**src/rtl/pe_loader.sv**
```systemverilog
// pe_loader: stream-side feeder for the 1-D convolution PE.
// Collects a valid/ready word stream into the PE's parallel weight and data
// vectors. It then holds the PE enabled until done and pulses frame_done.
// Optional RUN watchdog: define PE_LOADER_TIMEOUT_EN to build the timeout
// counter and the sticky err flag. Without it, err is tied low and RUN waits
// for pe_done indefinitely.
module pe_loader #(
    parameter int DATA_WIDTH     = 8,
    parameter int INPUT_SIZE     = 8,
    parameter int WEIGHT_SIZE    = 3,
    parameter int TIMEOUT_CYCLES = 1024
) (
    input  logic                                  clk_i,
    input  logic                                  rst,
    input  logic                                  start,
    input  logic                                  reload_w,
    input  logic                                  s_valid,
    output logic                                  s_ready,
    input  logic [DATA_WIDTH-1:0]                 s_data,
    output logic [WEIGHT_SIZE-1:0][DATA_WIDTH-1:0] weight_out,
    output logic [INPUT_SIZE-1:0][DATA_WIDTH-1:0]  data_out,
    output logic                                  pe_en,
    input  logic                                  pe_done,
    output logic                                  busy,
    output logic                                  frame_done,
    output logic                                  err,
    input  logic                                  clr_err
);

    localparam int WIW = (WEIGHT_SIZE > 1) ? $clog2(WEIGHT_SIZE) : 1;
    localparam int DIW = (INPUT_SIZE > 1) ? $clog2(INPUT_SIZE) : 1;

    localparam logic [WIW-1:0] W_LAST = WIW'(WEIGHT_SIZE - 1);
    localparam logic [DIW-1:0] D_LAST = DIW'(INPUT_SIZE - 1);

    typedef enum logic [2:0] {
        IDLE,
        LOAD_W,
        LOAD_D,
        RUN,
        FIN
    } state_e;

    state_e state_q, state_d;

    logic [WEIGHT_SIZE-1:0][DATA_WIDTH-1:0] weight_q;
    logic [INPUT_SIZE-1:0][DATA_WIDTH-1:0]  data_q;
    logic [WIW-1:0]                         widx_q;
    logic [DIW-1:0]                         didx_q;
    logic                                   w_valid_q;
    logic                                   accept;
    logic                                   w_last_acc;
    logic                                   d_last_acc;
    logic                                   timeout;

    // Ready is decoded from state alone, so no input reaches any output
    assign s_ready    = (state_q == LOAD_W) || (state_q == LOAD_D);
    assign pe_en      = (state_q == RUN);
    assign frame_done = (state_q == FIN);
    assign busy       = (state_q != IDLE);
    assign weight_out = weight_q;
    assign data_out   = data_q;

    assign accept     = s_valid && s_ready;
    assign w_last_acc = accept && (state_q == LOAD_W) && (widx_q == W_LAST);
    assign d_last_acc = accept && (state_q == LOAD_D) && (didx_q == D_LAST);

`ifdef PE_LOADER_TIMEOUT_EN
    localparam int CW = $clog2(TIMEOUT_CYCLES + 1);
    localparam logic [CW-1:0] CNT_LAST = CW'(TIMEOUT_CYCLES - 1);

    logic [CW-1:0] run_cnt_q;
    logic          err_q;

    // pe_done takes priority over a timeout in the same cycle
    assign timeout = (state_q == RUN) && !pe_done && (run_cnt_q == CNT_LAST);
    assign err     = err_q;

    // RUN cycle counter; zero outside RUN so it starts clean on entry
    always_ff @(posedge clk_i or negedge rst) begin
        if (!rst) begin
            run_cnt_q <= '0;
        end else if (state_q != RUN) begin
            run_cnt_q <= '0;
        end else begin
            run_cnt_q <= run_cnt_q + 1'b1;
        end
    end

    // Sticky error flag; a fresh timeout wins over clr_err
    always_ff @(posedge clk_i or negedge rst) begin
        if (!rst) begin
            err_q <= 1'b0;
        end else if (timeout) begin
            err_q <= 1'b1;
        end else if (clr_err) begin
            err_q <= 1'b0;
        end
    end
`else
    logic unused_cfg;

    assign timeout    = 1'b0;
    assign err        = 1'b0;
    assign unused_cfg = clr_err ^ TIMEOUT_CYCLES[0];
`endif

    // State register
    always_ff @(posedge clk_i or negedge rst) begin
        if (!rst) begin
            state_q <= IDLE;
        end else begin
            state_q <= state_d;
        end
    end

    // Next-state logic
    always_comb begin
        state_d = state_q;
        unique case (state_q)
            IDLE: begin
                if (start) begin
                    state_d = (reload_w || !w_valid_q) ? LOAD_W : LOAD_D;
                end
            end
            LOAD_W: begin
                if (w_last_acc) begin
                    state_d = LOAD_D;
                end
            end
            LOAD_D: begin
                if (d_last_acc) begin
                    state_d = RUN;
                end
            end
            RUN: begin
                if (pe_done) begin
                    state_d = FIN;
                end else if (timeout) begin
                    state_d = IDLE;
                end
            end
            FIN: begin
                state_d = IDLE;
            end
            default: begin
                state_d = IDLE;
            end
        endcase
    end

    // Weight index and the weights-loaded flag
    always_ff @(posedge clk_i or negedge rst) begin
        if (!rst) begin
            widx_q    <= '0;
            w_valid_q <= 1'b0;
        end else if (accept && (state_q == LOAD_W)) begin
            if (widx_q == W_LAST) begin
                widx_q    <= '0;
                w_valid_q <= 1'b1;
            end else begin
                widx_q <= widx_q + 1'b1;
            end
        end
    end

    // Data index
    always_ff @(posedge clk_i or negedge rst) begin
        if (!rst) begin
            didx_q <= '0;
        end else if (accept && (state_q == LOAD_D)) begin
            if (didx_q == D_LAST) begin
                didx_q <= '0;
            end else begin
                didx_q <= didx_q + 1'b1;
            end
        end
    end

    // Weight vector: written only by accepted words in LOAD_W
    always_ff @(posedge clk_i or negedge rst) begin
        if (!rst) begin
            weight_q <= '0;
        end else if (accept && (state_q == LOAD_W)) begin
            weight_q[widx_q] <= s_data;
        end
    end

    // Data vector: written only by accepted words in LOAD_D
    always_ff @(posedge clk_i or negedge rst) begin
        if (!rst) begin
            data_q <= '0;
        end else if (accept && (state_q == LOAD_D)) begin
            data_q[didx_q] <= s_data;
        end
    end

endmodule

```
**config.mk**
```make
export PLATFORM = sky130hd
export DESIGN_NAME = pe_loader
export DESIGN_NICKNAME = d
export VERILOG_FILES = /design/src/rtl/pe_loader.sv
export SDC_FILE = /design/constraint.sdc
export NUM_CORES = 1
export LEC_CHECK = 0
export ABC_AREA = 1
export CORE_UTILIZATION = 52
export CTS_CLUSTER_SIZE = 8
export DETAILED_ROUTE_END_ITERATION = 8
export MAX_ROUTING_LAYER = met4
export PLACE_DENSITY = 0.85
export SLEW_MARGIN = 25
export SYNTH_ARGS = -nofsm -noshare
export SYNTH_HDL_FRONTEND = slang
export SYNTH_SLANG_ARGS = --single-unit
export TNS_END_PERCENT = 20
```
**constraint.sdc**
```tcl
create_clock -name clk_i -period 3.3 [get_ports clk_i]
set_input_delay 0.66 -clock clk_i [delete_from_list [all_inputs] [get_ports clk_i]]
set_output_delay 0.66 -clock clk_i [all_outputs]
set_load 0.02 [all_outputs]
```
run_1/registers.png
Scale: 4 px per µm. Other sequential cells in the stronger grey, the rest of the logic in the fainter grey.
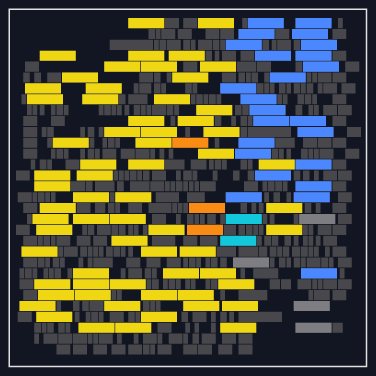
Key: cyan = `widx_q` [placed flops 2]; yellow = `data_out` [placed flops 64]; blue = `weight_out` [placed flops 24]; orange = `didx_q` [placed flops 3]
Another 4 sequential cells are not coloured.

run_1/final_clocks.png
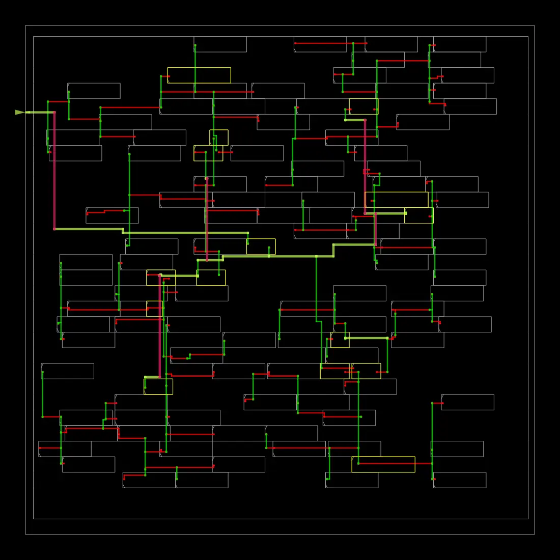
CTS buffer count: 9
Max Clock Skew: 13.1 ps
CLK BUF: 9

run_1/wire_density.png
Scale: 4 px per µm. 18 x 18 tiles, from black (low) to pale yellow (high), scaled to the fullest tile. Values are wire area over tile area, all layers added.
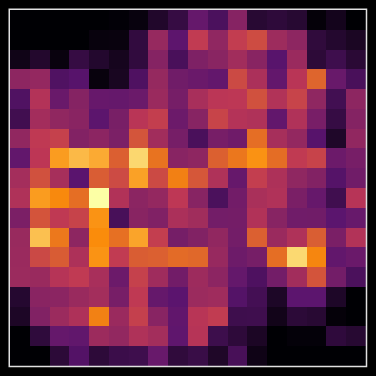
21% of the tiles are over half the peak. 8.0% of the tiles are nearly empty. The mean over all tiles is 0.19.
via count: 3131
WL final: 9510 µm
Wirelength per Cell: 15.2 µm
all-layer global routing usage: 26.6%

==> flow_summary_export.csv, run 1 <==
group,metric,value,unit
finish,final-nonclk-buf-share,20.2,%
finish,nets,540,
setup_path,crit_family,"buffers and inverters",
placed_design,dp_cells,611,
pwr,combPwrFrac,47.8,%
synthesis,syn_inst,417,
synthesis,syn_avg_cell_area,9.43,µm²
status,run_status,"finished clean",
placed_design,io_buffers,105,
floorplanning,io_pins,108,
synthesis,synthesis.nets,434,
pwr,p_per_area,1090,nW/µm²
finish,syn_to_final_growth,34.7,%
finish,inv_count,72,
detailed_routing,viasPerCell,5.00,
floorplanning,die_area,7910,µm²
floorplanning,die_w,89.0,µm
synthesis,top_logic_kind,"simple AND/OR/NAND/NOR gates",
flow_run,maxCapViolCount,0,
finish,comb_area,1170,µm²
sta,tns,0,ps
clock_tree,clk_path_buf_depth,2,
floorplanning,taps,99,
synthesis,ys_warn_count,0,
synthesis,synth.mux.area_fraction,0,%
clock_tree,h-tree-depth,3,
detailed_routing,first_pass_iters,4,
finish,comb_share,22.1,%
global_route,grtUsageMet2,43.7,%
synthesis,ys_chip_area,3930,µm²
synthesis,synth.distinct_cells,27,
global_route,met1_usage,33.6,%
setup_path,worstPathMaxFanout,6,
pwr,clockPowerShare,15.7,%
global_route,grt_util_met3,5.72,%
synthesis,synthesis.area,3930,µm²
sta,fmax,402,MHz
sta,tightestPinTransition,767,ps
clock_tree,cts_sinks,97,
global_route,antenna_found_initial,0,
setup_path,crit_path_cell_trace,"inv_2 > nand3_2 > nand2_1 > clkdlybuf4s50_1",
synthesis,ys_sh_adder,0.636,%
global_route,grt.overflow.total,0,
finish,final-clk-cell-share,4.51,%
sta,rsz0062_at_grt,"false",
sta,setup_slack,815,ps
setup_path,cp-start-kind,"register",
finish,largest_register_ffs,64,
synthesis,synth_flops,97,
clock_tree,cts_tree,"built",
finish,nMultiInputCombCells,237,
detailed_routing,wl_met2,4890,µm
sta,setup_viol,0,
setup_path,reg2reg_depth,5,
synthesis,topCellsByArea,"dfrtp_1, nand2_1, o21ai_1",
synthesis,synthAoiAreaFrac,12.5,%
placed_design,place_area,5060,µm²
finish,seq_area_share,45.8,%
synthesis,post_synth_and_or_nand_nor_area_fraction,16.5,%
clock_tree,path_clk_slew,90,ps
synthesis,yosysTopAreaCell,"dfrtp_1",
placed_design,pre_cts_ws,764,ps
setup_path,r2r_slack,1360,ps
finish,nFlopsAndLatches,97,
floorplanning,rows,31,
global_route,top_usage_layer,"met2",
synthesis,synthXorXnorAreaFrac,0,%
finish,final_cells,626,
global_route,grt_max_degree,51,
finish,largest_class,"registers",
setup_path,crit_path_end_kind,"output pin",
placed_design,gp_congestion,0.812,
setup_path,r2r_start,"state_q[2]",
detailed_routing,ant_nets,0,
-- run 1: worst max-delay path by stage --
stage	slack, ps	cells past startpoint	startpoint	to
after floorplan	1670	1	state_q[1]	frame_done
after global placement	870	4	s_valid	data_out[23]
after detailed placement	760	4	s_valid	data_out[22]
after CTS	810	4	state_q[1]	s_ready
after global routing	720	4	state_q[1]	s_ready
final	810	4	state_q[1]	s_ready
-- run 1: power groups by stage --
stage          registers (W)  logic [W]  clock network [W]
5_1_grt              0.00218    0.00298           0.000967
3_5_place_dp         0.00212    0.00277                  0
2_1_floorplan        0.00271   0.000814                  0
4_1_cts              0.00212    0.00278           0.000921
6_report             0.00211    0.00276           0.000906
3_3_place_gp         0.00211    0.00267                  0
-- run 1: synthesized netlist by cell type (all sizes together) --
| master | number |
|---|---|
| a21oi | 18 |
| a31oi | 1 |
| buf | 10 |
| clkbuf | 1 |
| conb | 1 |
| dfrtp | 97 |
| ha | 2 |
| inv | 72 |
| nand2 | 91 |
| nand3 | 10 |
| nor2 | 25 |
| nor3 | 9 |
| nor3b | 1 |
| o21ai | 76 |
| o21bai | 1 |
| o22ai | 1 |
| or2 | 1 |
-- run 1: placed cells by master, fill, tap and decap left out, types with 2 or more instances in the layout --
master / Yosys / layout
nor2_4: 3 / 3
nor2_1: 21 / 21
inv_2: 2 / 2
clkbuf_8: 0 / 9
nand2_1: 91 / 91
o21ai_0: 20 / 20
nor3_4: 3 / 3
nand3_2: 2 / 2
inv_1: 70 / 70
o21ai_1: 56 / 56
inv_6: 0 / 2
ha_1: 2 / 2
dfrtp_1: 97 / 97
clkdlybuf4s50_1: 0 / 104
nand3_1: 7 / 7
a21oi_1: 18 / 18
bufinv_16: 0 / 3
nor3_2: 5 / 5
run_1/met3.png
Scale: 6 px per µm.
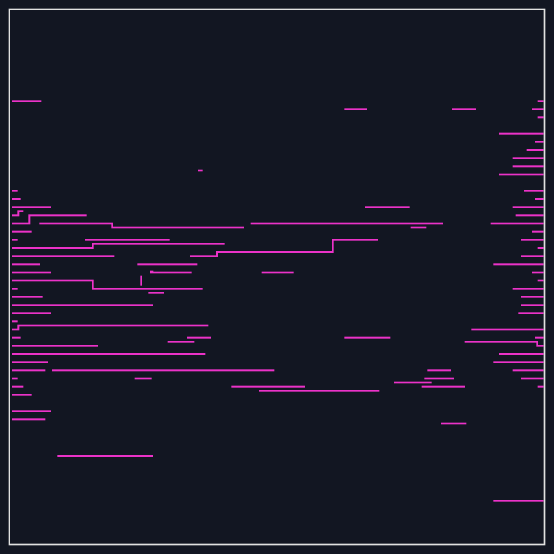

==> inputs of run 2 (changes only) <==
--- a/config.mk
+++ b/config.mk
@@ -6,11 +6,11 @@
 export NUM_CORES = 1
 export LEC_CHECK = 0
 export ABC_AREA = 1
-export CORE_UTILIZATION = 52
+export CORE_UTILIZATION = 48
 export CTS_CLUSTER_SIZE = 8
 export DETAILED_ROUTE_END_ITERATION = 8
 export MAX_ROUTING_LAYER = met4
-export PLACE_DENSITY = 0.85
+export PLACE_DENSITY = 0.8
 export SLEW_MARGIN = 25
 export SYNTH_ARGS = -nofsm -noshare
 export SYNTH_HDL_FRONTEND = slang
==> constraint.sdc (replaced) <==
create_clock -name clk_i -period 2.6 [get_ports clk_i]
set_input_delay 0.52 -clock clk_i [delete_from_list [all_inputs] [get_ports clk_i]]
set_output_delay 0.52 -clock clk_i [all_outputs]
set_load 0.02 [all_outputs]
run_2/met3.png
Scale: 4 px per µm.
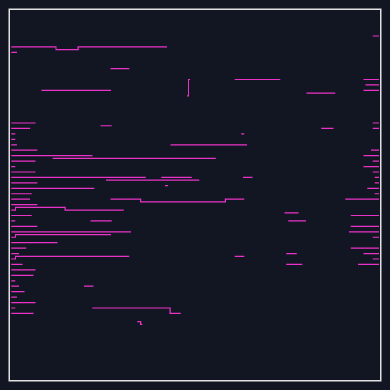
The layer carries 642 µm of wire. The layer holds 6.7% of the routed length. The longest straight run is 40.5 µm. 76 nets have wire on it. The wires run mostly horizontal.

==> flow_summary_export.csv, run 2 <==
group,metric,value,unit
status,run_status,"finished clean",
min_path,hp-class,"input port to async pin",
finish,largest_register_ffs,64,
pwr,power,0.00711,W
sta,tightestPinTransition,677,ps
global_route,grt_pass1_vias,3165,
detailed_routing,first_pass_iters,4,
global_route,top_usage_layer,"met2",
synthesis,topCellsByArea,"dfrtp_1, nand2_1, o21ai_1",
setup_path,worstPathMaxFanout,6,
finish,syn_to_final_growth,34.6,%
sta,setup_viol,0,
synthesis,syn_avg_cell_area,9.43,µm²
sta,clock_skew,11.5,ps
clock_tree,cts_sinks,97,
pwr,ir_drop,0.705,mV
clock_tree,post_cts_resized,0,
sta,tns,0,ps
finish,mostFrequentLayoutCell,"clkdlybuf4s50_1",
setup_path,cp-start-kind,"register",
synthesis,common_cells,"dfrtp_1, nand2_1, inv_1",
synthesis,ys_chip_area,3930,µm²
sta,drv_slew,0,
sta,post-route-min-period,2330,ps
synthesis,synthesis.area,3930,µm²
clock_tree,path_clk_slew,100,ps
pwr,p_per_area,1340,nW/µm²
synthesis,synthFlopType,"dfrtp_1",
pwr,p_leak,2.50,nW
detailed_routing,ant_nets,0,
global_route,grt_usage,25.0,%
synthesis,synth_seq_share,61.7,%
detailed_routing,viasPerCell,4.97,
synthesis,synth_flops,97,
clock_tree,clk_path_buf_depth,2,
synthesis,most_common_cell,"dfrtp_1",
floorplanning,die_w,92.5,µm
finish,lay_top_cells,"clkdlybuf4s50_1, dfrtp_1, nand2_1, inv_1, o21ai_1",
finish,nets,546,
clock_tree,numCtsBuffers,9,
floorplanning,fp_util,50.4,%
synthesis,yosysTopAreaCell,"dfrtp_1",
placed_design,gp_congestion,0.801,
detailed_routing,wl_per_cell,15.0,µm
floorplanning,io_pins,108,
synthesis,async_flop_share,100,%
synthesis,ys_cells,417,
setup_path,crit_path_end_kind,"output pin",
floorplanning,die_h,92.5,µm
global_route,grt_util_met3,5.91,%
global_route,grt_max_degree,55,
setup_path,cp_num_buf_inv,2,
synthesis,syn_inst,417,
global_route,met1_usage,31.4,%
clock_tree,h-tree-depth,3,
detailed_routing,wl_met1,4070,µm
detailed_routing,topRoutingLayerUsed,"met4",
flow_run,warning_count,27,
detailed_routing,wirelength,9520,µm
sta,rsz0062_at_grt,"false",
placed_design,dp_cells,620,
placed_design,io_buffers,105,
detailed_routing,vias,3164,
sta,fmax,429,MHz
detailed_routing,first_iter_violations,155,
synthesis,synthesis.nets,434,
floorplanning,rows,32,
setup_path,crit_type,"register to output pin",
synthesis,top_cell_area_share,61.7,%
global_route,grt.overflow.total,0,
placed_design,place.detailed.hpwl,6760,µm
clock_tree,cts_tree,"built",
floorplanning,die_area,8560,µm²
flow_run,maxCapViolCount,0,
detailed_routing,wl_met2,4680,µm
setup_path,crit_family,"buffers and inverters",
global_route,grtUsageMet2,40.2,%
synthesis,synth-edff-count,0,
setup_path,crit_path_cell_trace,"inv_2 > nand3_2 > nand2_1 > clkdlybuf4s50_1",
synthesis,ys_warn_count,0,
synthesis,synth.distinct_cells,27,
finish,final_cells,636,
global_route,antenna_found_initial,0,
clock_tree,cts_setup_buffers,0,
clock_tree,clock.latency.late_pin,370,ps
finish,drive_above_1_share,7.68,%
run_2/registers.png
Scale: 4 px per µm. Other sequential cells in the stronger grey, the rest of the logic in the fainter grey.
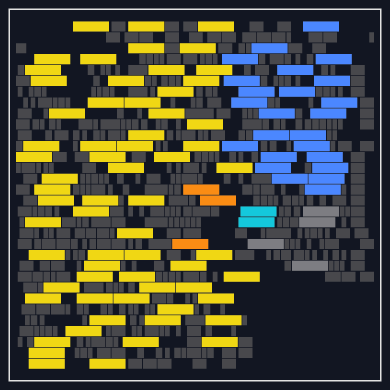
Key: yellow = `data_out` [placed flops 64]; cyan = `widx_q` [placed flops 2]; orange = `didx_q` [placed flops 3]; blue = `weight_out` [placed flops 24]
Another 4 sequential cells are not coloured.

## run 2: cell count changes in the layout (fill, tap and decap cells not counted), sizes merged
cell,previous run,this run
bufinv,3,0
clkinv,0,2
buf,2,8
clkbuf,9,10
clkinvlp,1,0
inv,74,76
## run 2: through the flow
step | area (µm²) | setup WS [ps] | hold slack (ps) | utilization (%)
final | 5290 | 271 | 179 | 67.8
after global routing | 5290 | 196 | 228 | 67.8
after CTS | 5290 | 267 | 197 | 67.8
after detailed placement | 5110 | 357 | 440 | 65.4
after global placement | 5110 | 456 | 435 | 65.4
after floorplan | 3930 | 1110 | 224 | -
## run 2: worst paths after layout
path                                 start           end  slack, ps  cells past startpoint
worst max-delay path            state_q[1]       s_ready        270                      4
worst min-delay path                   rst  data_out[45]        180                      1
worst max register to register  state_q[0]  data_out[47]        830                      5
worst min register to register   w_valid_q     w_valid_q        460                      2
max in group asynchronous              rst  data_out[21]       1740                      2
min in group clk_i               w_valid_q     w_valid_q        460                      2
## run 2: cell families (layout without fill, tap and decap cells)
kind of cell    Yosys count  count (layout)  share of synthesized area [%]
simple gates            137             137                           16.5
flops                    97              97                           61.7
compound gates           97              97                           12.5
buf+inv                  83             200                           8.53
other cells               1               1                         0.0954
fa+ha+maj                 2               2                          0.636
## run 2: worst register-to-register path, cell delays in order, from the launching register on
cell and delay, ps:
dfrtp_1 440, nor2_4 210, nand3_4 270, nor3_4 550
nand2_1 110, o21ai_1 110
## run 2: power breakdown
part,internal (W),switching [W],total (W)
logic,0.00159,0.00191,0.00350
clock network,0.000388,0.000542,0.000930
registers,0.00221,0.000471,0.00268
## run 2: final cells by class
class	count	area, µm²
clock buffers	10	138
inverters	72	270
fillers	613	2510
well taps	102	128
clock inverters	6	47.5
flip-flops and latches	97	2430
repair buffers	112	1110
multi-input cells	237	1170
Power is estimated from default activity; no workload was simulated.
